## src/rtl/ctrl_sequencer.sv

```systemverilog
// Fetch/decode/execute control sequencer for the 16-register bank CPU.
// Outputs are decoded from state (and IR/mem_ready) and forced to idle values while rst is low.
module ctrl_sequencer #(
  parameter logic [3:0]  IDLE_SEL = 4'd15,
  parameter int unsigned TIMEOUT  = 16
) (
  input  logic        clk,
  input  logic        rst,
  input  logic [15:0] IR_OP,
  input  logic        alu_zero,
  input  logic        mem_ready,
  output logic [3:0]  sel_ip,
  output logic [3:0]  sel_op,
  output logic        TRNSFR,
  output logic        en_pc,
  output logic        incpc,
  output logic        rstpc,
  output logic        ALUEN,
  output logic [3:0]  alu_func,
  output logic        mem_rd,
  output logic        mem_wr,
  output logic        halted,
  output logic        fault
);

  localparam int unsigned CNT_W = (TIMEOUT > 1) ? $clog2(TIMEOUT) : 1;
  localparam logic [CNT_W-1:0] CNT_LAST = CNT_W'((TIMEOUT == 0) ? 0 : TIMEOUT - 1);

  localparam logic [2:0] OP_NOP  = 3'd0;
  localparam logic [2:0] OP_MOV  = 3'd1;
  localparam logic [2:0] OP_ALU  = 3'd2;
  localparam logic [2:0] OP_LD   = 3'd3;
  localparam logic [2:0] OP_ST   = 3'd4;
  localparam logic [2:0] OP_JMP  = 3'd5;
  localparam logic [2:0] OP_JZ   = 3'd6;
  localparam logic [2:0] OP_HALT = 3'd7;

  localparam logic [3:0] R_PC     = 4'd0;
  localparam logic [3:0] R_AR     = 4'd1;
  localparam logic [3:0] R_ALUREG = 4'd2;
  localparam logic [3:0] R_IR     = 4'd3;
  localparam logic [3:0] R_D1     = 4'd4;
  localparam logic [3:0] R_D2     = 4'd5;
  localparam logic [3:0] R_R0     = 4'd6;

  typedef enum logic [3:0] {
    S_PCCLR, S_FETCH_AR, S_FETCH_MEM, S_INC_PC, S_DECODE, S_MOV1,
    S_ALU1, S_ALU2, S_ALU3, S_ALU4, S_ADDR1, S_LD2, S_ST2, S_HALT, S_FAULT
  } state_e;

  state_e           state_q, state_d;
  logic             z_flag_q, z_flag_d;
  logic [CNT_W-1:0] cnt_q, cnt_d;

  logic [2:0] op_c;
  logic [3:0] rd_c, rs_c, rt_c;
  logic       mem_state_c;

  assign op_c = IR_OP[15:13];
  assign rd_c = R_R0 + 4'(IR_OP[12:10]);
  assign rs_c = R_R0 + 4'(IR_OP[9:7]);
  assign rt_c = R_R0 + 4'(IR_OP[6:4]);
  assign mem_state_c = (state_q == S_FETCH_MEM) || (state_q == S_LD2) || (state_q == S_ST2);

  always_ff @(posedge clk) begin
    if (!rst) begin
      state_q  <= S_PCCLR;
      z_flag_q <= 1'b0;
      cnt_q    <= '0;
    end else begin
      state_q  <= state_d;
      z_flag_q <= z_flag_d;
      cnt_q    <= cnt_d;
    end
  end

  always_comb begin
    state_d  = state_q;
    z_flag_d = z_flag_q;
    cnt_d    = '0;
    sel_ip   = IDLE_SEL;
    sel_op   = 4'd0;
    TRNSFR   = 1'b0;
    en_pc    = 1'b0;
    incpc    = 1'b0;
    rstpc    = 1'b0;
    ALUEN    = 1'b0;
    alu_func = 4'd0;
    mem_rd   = 1'b0;
    mem_wr   = 1'b0;
    halted   = 1'b0;
    fault    = 1'b0;

    case (state_q)
      S_PCCLR:     state_d = S_FETCH_AR;
      S_FETCH_AR:  state_d = S_FETCH_MEM;
      S_FETCH_MEM: if (mem_ready) state_d = S_INC_PC;
      S_INC_PC:    state_d = S_DECODE;
      S_DECODE: begin
        case (op_c)
          OP_NOP:                state_d = S_FETCH_AR;
          OP_MOV:                state_d = S_MOV1;
          OP_ALU:                state_d = S_ALU1;
          OP_LD, OP_ST, OP_JMP:  state_d = S_ADDR1;
          OP_JZ:                 state_d = z_flag_q ? S_ADDR1 : S_FETCH_AR;
          default:               state_d = S_HALT;
        endcase
      end
      S_MOV1: state_d = S_FETCH_AR;
      S_ALU1: state_d = S_ALU2;
      S_ALU2: state_d = S_ALU3;
      S_ALU3: begin
        z_flag_d = alu_zero;
        state_d  = S_ALU4;
      end
      S_ALU4:  state_d = S_FETCH_AR;
      S_ADDR1: begin
        if (op_c == OP_LD)      state_d = S_LD2;
        else if (op_c == OP_ST) state_d = S_ST2;
        else                    state_d = S_FETCH_AR;
      end
      S_LD2:   if (mem_ready) state_d = S_FETCH_AR;
      S_ST2:   if (mem_ready) state_d = S_FETCH_AR;
      S_HALT:  state_d = S_HALT;
      S_FAULT: state_d = S_FAULT;
      default: state_d = S_PCCLR;
    endcase

    // Wait-cycle counter: a wait that would reach TIMEOUT aborts to FAULT.
    if (mem_state_c && !mem_ready) begin
      if ((TIMEOUT != 0) && (cnt_q == CNT_LAST)) state_d = S_FAULT;
      else                                       cnt_d   = cnt_q + CNT_W'(1);
    end

    if (rst) begin
      case (state_q)
        S_PCCLR: begin
          sel_ip = R_PC;
          en_pc  = 1'b1;
          rstpc  = 1'b1;
        end
        S_FETCH_AR: begin
          sel_op = R_PC;
          sel_ip = R_AR;
        end
        S_FETCH_MEM: begin
          mem_rd = 1'b1;
          if (mem_ready) begin
            sel_ip = R_IR;
            TRNSFR = 1'b1;
          end
        end
        S_INC_PC: begin
          sel_ip = R_PC;
          en_pc  = 1'b1;
          incpc  = 1'b1;
        end
        S_MOV1: begin
          sel_op = rs_c;
          sel_ip = rd_c;
        end
        S_ALU1: begin
          sel_op = rs_c;
          sel_ip = R_D1;
        end
        S_ALU2: begin
          sel_op = rt_c;
          sel_ip = R_D2;
        end
        S_ALU3: begin
          ALUEN    = 1'b1;
          alu_func = IR_OP[3:0];
        end
        S_ALU4: begin
          sel_op = R_ALUREG;
          sel_ip = rd_c;
        end
        S_ADDR1: begin
          sel_op = R_IR;
          if ((op_c == OP_LD) || (op_c == OP_ST)) begin
            sel_ip = R_AR;
          end else begin
            sel_ip = R_PC;
            en_pc  = 1'b1;
          end
        end
        S_LD2: begin
          mem_rd = 1'b1;
          if (mem_ready) begin
            sel_ip = R_R0;
            TRNSFR = 1'b1;
          end
        end
        S_ST2: begin
          mem_wr = 1'b1;
          sel_op = R_R0;
        end
        S_HALT:  halted = 1'b1;
        S_FAULT: fault  = 1'b1;
        default: ;
      endcase
    end
  end

endmodule
```

## config.mk

```make
export PLATFORM = sky130hd
export DESIGN_NAME = ctrl_sequencer
export DESIGN_NICKNAME = d
export VERILOG_FILES = /design/src/rtl/ctrl_sequencer.sv
export SDC_FILE = /design/constraint.sdc
export NUM_CORES = 1
export LEC_CHECK = 0
export CORE_MARGIN = 5
export CORE_UTILIZATION = 30
export CTS_CLUSTER_SIZE = 30
export DETAILED_ROUTE_END_ITERATION = 8
export MAX_ROUTING_LAYER = met4
export PLACE_DENSITY = 0.63
export SLEW_MARGIN = 25
export SYNTH_ARGS = -nofsm -noshare
export SYNTH_HDL_FRONTEND = slang
export SYNTH_SLANG_ARGS = --single-unit
```

## constraint.sdc

```tcl
create_clock -name clk -period 4.95 [get_ports clk]
set_clock_uncertainty 0.1 [all_clocks]
set_input_delay 0.99 -clock clk [delete_from_list [all_inputs] [get_ports clk]]
set_output_delay 0.99 -clock clk [all_outputs]
set_load 0.05 [all_outputs]
```

Run 1, signal wires on met3:
Scale bar: 20 um.
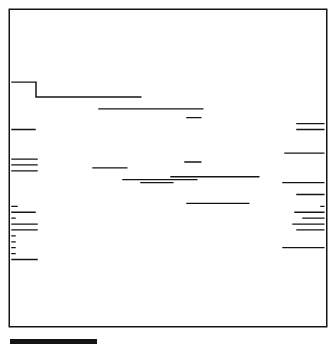
- share of all routed wire: 7.6%
- longest straight run: 24.1 um
routed wire length: 3310 um
total number of vias: 1317
M3 GR Usage: 4.27%

Run 1, logic cells by family:
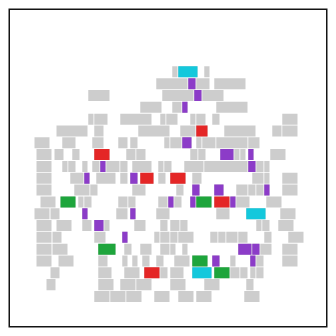
- NAND gates: purple (cells 24; most used nand2_1)
- multiplexers: green (cells 5; most used mux2i_1)
- AND-OR and OR-AND gates: red (cells 6; most used o311a_1; where centre)
- adder and majority cells: cyan (cells 3; most used ha_1)
final std cells w/o fill: 248
most instantiated logic cell after routing: clkdlybuf4s50_1
logic share of the area: 54.2%

Run 1, signal wires on met2:
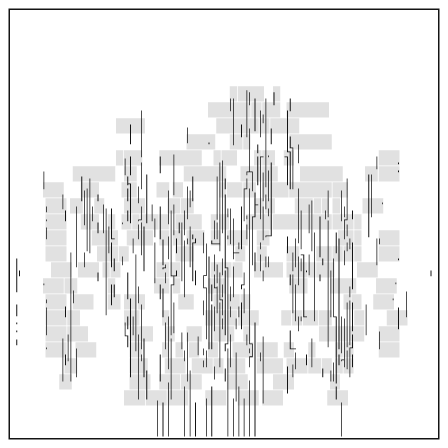
- wire length on this layer: 1440 um
- nets with wire on the layer: 183
- share of all routed wire: 43%
- longest straight run: 26.3 um
met2 global-route usage: 20.1%

==> impl_metrics.csv, run 1 <==
group,metric,value,unit
cells_and_area,final_area,0.00162,mm2
synthesis,synth_seq_share,15.3,%
final_timing,rsz0062_at_grt,"false",
synthesis,ys_warn_count,0,
floorplan,die_w,72.7,um
final_timing,setup_viol,0,
synthesis,synthFlopType,"dfxtp_1",
worst_setup_path,start_kind,"primary input",
placed_design,io_buffer_count,40,
final_timing,final_max_slew_viol_count,0,
worst_setup_path,slowest_stage,"clkdlybuf4s50_1",
synthesis,synth_cell_type_count,53,
cells_and_area,fillCellCount,409,
placed_design,place.gp.congestion,0.857,
synthesis,synth-compound-area-share,30.1,%
outcome,status,"finished, final reports clean",
drt,via_per_inst,5.31,
clock_tree,path_clk_slew,0.04,ns
worst_setup_path,crit_fanout,9,
clock_tree,numCtsBuffers,3,
floorplan,ioPinCount,41,
power_and_ir_drop,internal-power,282,uW
floorplan,rows,22,
power_and_ir_drop,comb_power_share,68.4,%
power_and_ir_drop,powerDensity,358,mW/mm2
global_routing,grt_max_degree,35,
drt,first_iter_violations,68,
worst_setup_path,cp.arrival,3.25,ns
synthesis,yosys.area_share.adder,3.18,%
clock_tree,cts_tree,"done",
hold_path,hold_path.class,"register to register",
final_timing,max_freq,230,MHz
synthesis,netlist_area,0.00118,mm2
synthesis,ys_sh_simple,33.9,%
power_and_ir_drop,p_sw_share,51.4,%
==> run 1: critical path, delay by kind of cell <==
family / cells / cell delay (ns)
AOI/OAI and AO/OA: 2 / 0.34
buffers and inverters: 2 / 1.42
and+or+nand+nor: 2 / 0.49
==> run 1: kinds of logic (layout without fill, tap and decap cells) <==
family | count (synthesis) | count (layout)
simple gates | 73 | 73
compound gates | 51 | 51
buf+inv | 20 | 55
flops | 9 | 9
mux | 5 | 5
xor+xnor | 4 | 4
fa+ha+maj | 3 | 3
==> run 1: cell usage in the layout (no fill, tap or decap), types with 4 or more instances in the layout <==
master	synthesis	layout
mux2i_1	4	4
a21oi_1	11	11
nand2_1	12	12
o22ai_1	4	4
buf_4	5	4
a31oi_1	4	4
nor2_1	16	16
o21ai_0	8	8
o21ai_1	5	5
nand3_1	7	7
inv_1	6	6
dfxtp_1	9	9
and2_1	5	5
clkdlybuf4s50_1	0	40
nor3_1	10	10
==> run 1: per-layer routing <==
layer	up-vias	part of all wire [%]	wire, um	GRT usage [%]
met4	0	0	0	0.615
met3	0	7.6	252	4.27
met5	-	0	0	-
li1	670	-	-	-
met2	45	43	1440	20.1
met1	602	49	1620	17.9
==> run 1: final cells by class <==
| cell class | count | area, um2 | share of cell area (%) |
|---|---|---|---|
| Multi-Input combinational cell | 136 | 880 | 54.2 |
| Timing Repair Buffer | 44 | 430 | 26.5 |
| Tap cell | 48 | 60.1 | 3.70 |
| Inverter | 7 | 26.3 | 1.62 |
| Sequential cell | 9 | 180 | 11.1 |
| Clock buffer | 4 | 45.0 | 2.78 |
==> run 1: stage by stage <==
stage	total power, uW	setup slack [ns]	hold WS, ns	std cells	util [%]
floorplan	409	0.956	0.318	165	-
global placement	495	0.641	0.336	244	42.1
detailed placement	494	0.592	0.339	244	42.1
CTS	581	0.598	0.345	248	43.3
global route	628	0.417	0.374	248	43.3
finish	580	0.610	0.341	248	43.3
==> run 1: power by group through the flow <==
| stage | registers (uW) | logic (uW) | clock network (uW) |
|---|---|---|---|
| after floorplan | 95.4 | 314 | 0 |
| after global placement | 101 | 395 | 0 |
| after detailed placement | 101 | 394 | 0 |
| after CTS | 99.2 | 395 | 86.6 |
| after global routing | 103 | 433 | 91.5 |
| final | 99.8 | 396 | 83.5 |
==> run 1: final timing paths <==
check                                              to  depth (start not counted)  slack, ns                   from
worst max-delay path                        sel_ip[0]                          6       0.61              IR_OP[15]
worst min-delay path              cnt_q[0]$_SDFF_PP0_                          1       0.34    cnt_q[0]$_SDFF_PP0_
worst max register to register  state_q[3]$_SDFF_PN0_                          6       2.97  state_q[0]$_SDFF_PN0_
worst min register to register    cnt_q[0]$_SDFF_PP0_                          1       0.34    cnt_q[0]$_SDFF_PP0_
==> run 1: registers in the layout, indices dropped and copies added, names as in the netlist <==
signal,cells
cnt_q,4
state_q,4
z_flag_q,1
==> inputs of run 2 (changes only) <==
--- a/config.mk
+++ b/config.mk
@@ -6,11 +6,11 @@
 export NUM_CORES = 1
 export LEC_CHECK = 0
 export CORE_MARGIN = 5
-export CORE_UTILIZATION = 30
-export CTS_CLUSTER_SIZE = 30
+export CORE_UTILIZATION = 49
+export CTS_CLUSTER_SIZE = 8
 export DETAILED_ROUTE_END_ITERATION = 8
 export MAX_ROUTING_LAYER = met4
-export PLACE_DENSITY = 0.63
+export PLACE_DENSITY = 0.92
 export SLEW_MARGIN = 25
 export SYNTH_ARGS = -nofsm -noshare
 export SYNTH_HDL_FRONTEND = slang
==> run 2 against run 1 <==
Net effect:
- non-clock buffer count unchanged
- via count increased by 8.4%
- global-route usage increased by 9.4 points
- die area decreased by 34%
- final cell count decreased by 8.1%
- register-to-register slack improved by 0.18 ns
- wire length increased by 12%
- critical path type unchanged
- largest power group unchanged
- first-iteration DRC count decreased by 8.8%
- maximum frequency decreased by 2.6%
==> impl_metrics.csv, run 2 <==
group,metric,value,unit
drt,wl,3710,um
synthesis,synth_seq_share,15.3,%
worst_setup_path,crit_fanout,9,
final_timing,layout_setup_ws,0.496,ns
clock_tree,path_clk_slew,0.06,ns
final_timing,setup_viol,0,
drt,dr_total_vias,1428,
synthesis,ys_warn_count,0,
floorplan,die_w,59.1,um
floorplan,rows,17,
global_routing,gr-usage-met2,36.6,%
final_timing,final_max_slew_viol_count,0,
synthesis,netlist_area,0.00118,mm2
outcome,status,"finished, final reports clean",
placed_design,io_buffer_count,40,
worst_setup_path,cp.arrival,3.36,ns
clock_tree,cts_tree,"done",
clock_tree,numCtsBuffers,3,
worst_setup_path,start_kind,"primary input",
drt,first_iter_violations,62,
synthesis,synth_cell_type_count,53,
placed_design,pre_cts_slack,0.544,ns
global_routing,grt_max_degree,35,
-- run 2: cell types whose count changed in the layout (fill, tap and decap cells not counted) --
cell and delta:
clkbuf_8 -3, clkbuf_4 +3
-- run 2: power by group --
part | switching [uW] | internal (uW) | total (uW) | leakage (uW)
sequential | 4.17 | 82.5 | 86.7 | 0.0000731
clock | 29.3 | 31.1 | 60.4 | 0.0000150
combinational | 272 | 143 | 415 | 0.000517
-- run 2: cell type report --
cell class | instances | area (um2)
timing repair buffer | 44 | 430
fill | 203 | 677
clock buffer | 4 | 26.3
tap | 28 | 35.0
sequential | 9 | 180
inverter | 7 | 26.3
multi-input combinational | 136 | 880
-- run 2: kinds of logic after synthesis --
logic type	synth area share, %
fa+ha+maj	3.18
buf+inv	10.2
xor+xnor	2.97
simple gates	33.9
compound gates	30.1
flops	15.3
mux	4.35
-- run 2: metal layers --
| layer | vias to the layer above | routed length, um |
|---|---|---|
| met1 | 666 | 1520 |
| met2 | 72 | 1840 |
| li1 | 674 | - |
| met5 | - | 0 |
| met3 | 16 | 216 |
| met4 | 0 | 130 |
-- run 2: per-stage QoR --
stage	cells	total power [uW]	util [%]	instance area, um2	hold slack [ns]
3_5_place_dp	224	492	68.8	1550	0.348
3_3_place_gp	224	483	68.8	1550	0.330
6_report	228	563	70.0	1580	0.363
5_1_grt	228	599	70.0	1580	0.383
2_1_floorplan	165	409	-	1180	0.318
4_1_cts	228	554	70.0	1580	0.366
-- run 2: worst max-delay path, cell delays in order --
cell,delay [ns]
clkdlybuf4s50_1,0.63
nor3b_2,0.41
o22ai_1,0.13
a221oi_1,0.25
or3_1,0.15
clkdlybuf4s50_1,0.81
-- run 2: final timing paths --
check        slack (ns)  cells past startpoint                    end             startpoint
max                0.50                      6              sel_ip[0]              IR_OP[15]
min                0.36                      1    cnt_q[0]$_SDFF_PP0_    cnt_q[0]$_SDFF_PP0_
max reg2reg        3.15                      6  state_q[3]$_SDFF_PN0_  state_q[0]$_SDFF_PN0_
min reg2reg        0.36                      1    cnt_q[0]$_SDFF_PP0_    cnt_q[0]$_SDFF_PP0_
Run 2, congestion heat map:
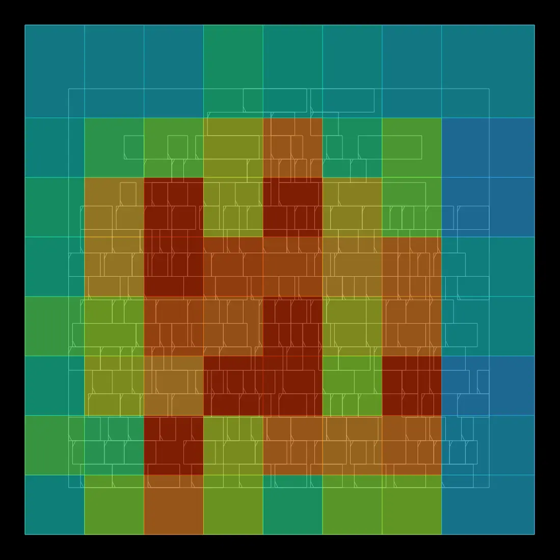
M3 GR Usage: 2.61%
total track usage: 22.7%
GRT Max-Usage Layer: met2

Run 2, clock network drawn from the DEF:
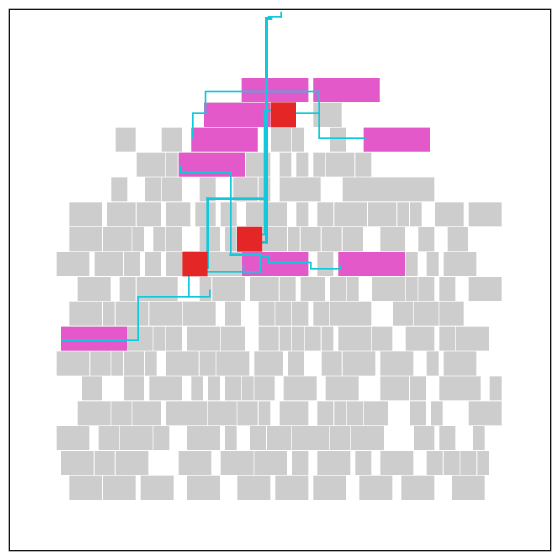
- cells driving clock nets: red (count 3)
- clock wires: cyan (length 157 um)
- flip-flops: magenta (count 9)
- routed clock nets: 4
clock group power: 60.4 uW
Latency at later pin: 0.27 ns

==> inputs of run 3 (changes only) <==
--- a/config.mk
+++ b/config.mk
@@ -5,12 +5,12 @@
 export SDC_FILE = /design/constraint.sdc
 export NUM_CORES = 1
 export LEC_CHECK = 0
+export ABC_AREA = 1
 export CORE_MARGIN = 5
-export CORE_UTILIZATION = 49
+export CORE_UTILIZATION = 46
 export CTS_CLUSTER_SIZE = 8
 export DETAILED_ROUTE_END_ITERATION = 8
-export MAX_ROUTING_LAYER = met4
-export PLACE_DENSITY = 0.92
+export PLACE_DENSITY = 0.91
 export SLEW_MARGIN = 25
 export SYNTH_ARGS = -nofsm -noshare
 export SYNTH_HDL_FRONTEND = slang
==> run 3 against run 2 <==
Net effect:
- largest power group unchanged
- core utilization increased by 2.0 points
- sequential cell count did not move
- sequential share of layout area rose by 0.96 points
- die area decreased by 8.2%
- wire length decreased by 19%
- count of clock-buffer cells in the layout did not move
- worst hold slack worse by 0.020 ns
==> impl_metrics.csv, run 3 <==
group,metric,value,unit
floorplan,rows,16,
global_routing,grt.total_usage,18.7,%
hold_path,hold_path.class,"register to register",
drt,via_per_inst,5.16,
synthesis,ys_warn_count,0,
clock_tree,cts_tree,"done",
worst_setup_path,start_kind,"primary input",
outcome,status,"finished, final reports clean",
synthesis,synthFlopType,"dfxtp_1",
cells_and_area,comb_area,728,um2
final_timing,final_max_slew_viol_count,0,
synthesis,synth_cell_type_count,26,
drt,wl,3010,um
placed_design,io_buffer_count,40,
hold_path,hold_depth,1,
cells_and_area,regArea,180,um2
cells_and_area,lay_top_cells,"nand2_1, clkdlybuf4s50_1, nor2_1, inv_1, nand3_1",
cells_and_area,top_regs,"cnt_q: 4 flops, state_q: 4 flops, z_flag_q: 1 flops",
worst_setup_path,crit_fanout,16,
drt,dr_total_vias,1255,
synthesis,netlist_area,998,um2
clock_tree,worstSkewPairLatency,0.26,ns
floorplan,ioPinCount,41,
worst_setup_path,rr_worst_depth,9,
final_timing,rsz0062_at_grt,"false",
placed_design,place.gp.congestion,0.908,
## run 3: critical path, cell delays in order
cell and delay (ns):
clkdlybuf4s50_1 0.68, inv_1 0.31, nor3_1 0.35, nand4_1 0.13
clkdlybuf4s50_1 0.72
## run 3: kinds of logic (layout without fill, tap and decap cells)
| kind of cell | count (synthesis) | in the layout | synth area share [%] |
|---|---|---|---|
| DFF | 9 | 9 | 18.0 |
| adders and majority gates | 3 | 3 | 3.76 |
| muxes | 1 | 1 | 1.00 |
| and+or+nand+nor | 119 | 119 | 58.5 |
| AOI/OAI and AO/OA | 15 | 15 | 7.90 |
| buffers and inverters | 24 | 67 | 9.02 |
| xor gates and xnor gates | 2 | 2 | 1.75 |
## run 3: cell type report
type | count | share of cell area [%]
multi-input combinational | 140 | 50.0
sequential | 9 | 12.4
clock buffer | 4 | 1.81
inverter | 23 | 5.93
timing repair buffer | 40 | 27.5
tap | 27 | 2.32
## run 3: per-layer routing
metal / global-route usage [%] / up-vias / part of all wire (%)
li1: - / 638 / -
met4: 4.07 / 0 / 0
met2: 35.0 / 71 / 51
met1: 20.4 / 546 / 40
met3: 5.28 / 0 / 9.4
met5: 0 / - / 0
## run 3: power breakdown
group | internal [uW] | leakage, uW | switching [uW] | total [uW]
combinational | 105 | 0.000578 | 224 | 329
clock | 31.0 | 0.0000150 | 24.9 | 55.9
sequential | 83.4 | 0.0000731 | 10.8 | 94.3
## run 3: worst paths after layout
check	start	end	slack, ns
hold reg to reg	cnt_q[0]$_SDFF_PP0_	cnt_q[0]$_SDFF_PP0_	0.34
setup / recovery	rst	sel_ip[0]	0.67
setup reg to reg	state_q[3]$_SDFF_PN0_	state_q[0]$_SDFF_PN0_	3.50
hold / removal	cnt_q[0]$_SDFF_PP0_	cnt_q[0]$_SDFF_PP0_	0.34
## run 3: through the flow
step                      hold WS [ns]  power, uW  cell area (um2)  worst slack, ns  cells
after global routing             0.370        512             1460            0.552    243
after CTS                        0.344        481             1460            0.647    243
after global placement           0.332        417             1430            0.767    239
after detailed placement         0.335        422             1430            0.648    239
final                            0.342        479             1460            0.671    243
after floorplan                  0.318        326              998             1.47    173
Run 3, signal wires on met3:
Scale bar: 20 um.
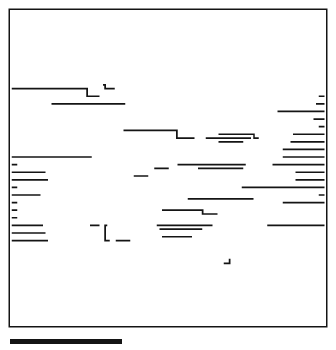
- nets with wire on the layer: 47
- wire length on this layer: 284 um

Run 3, clock network drawn from the DEF:
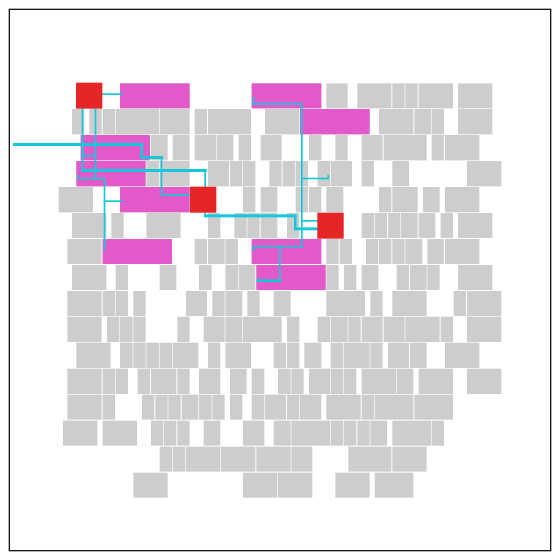
- clock wires: cyan (length 127 um)
- flip-flops: magenta (count 9)
- cells driving clock nets: red (count 3)
- routed clock nets: 4

Power figures rest on the tool's default switching activity, not on a simulated workload.
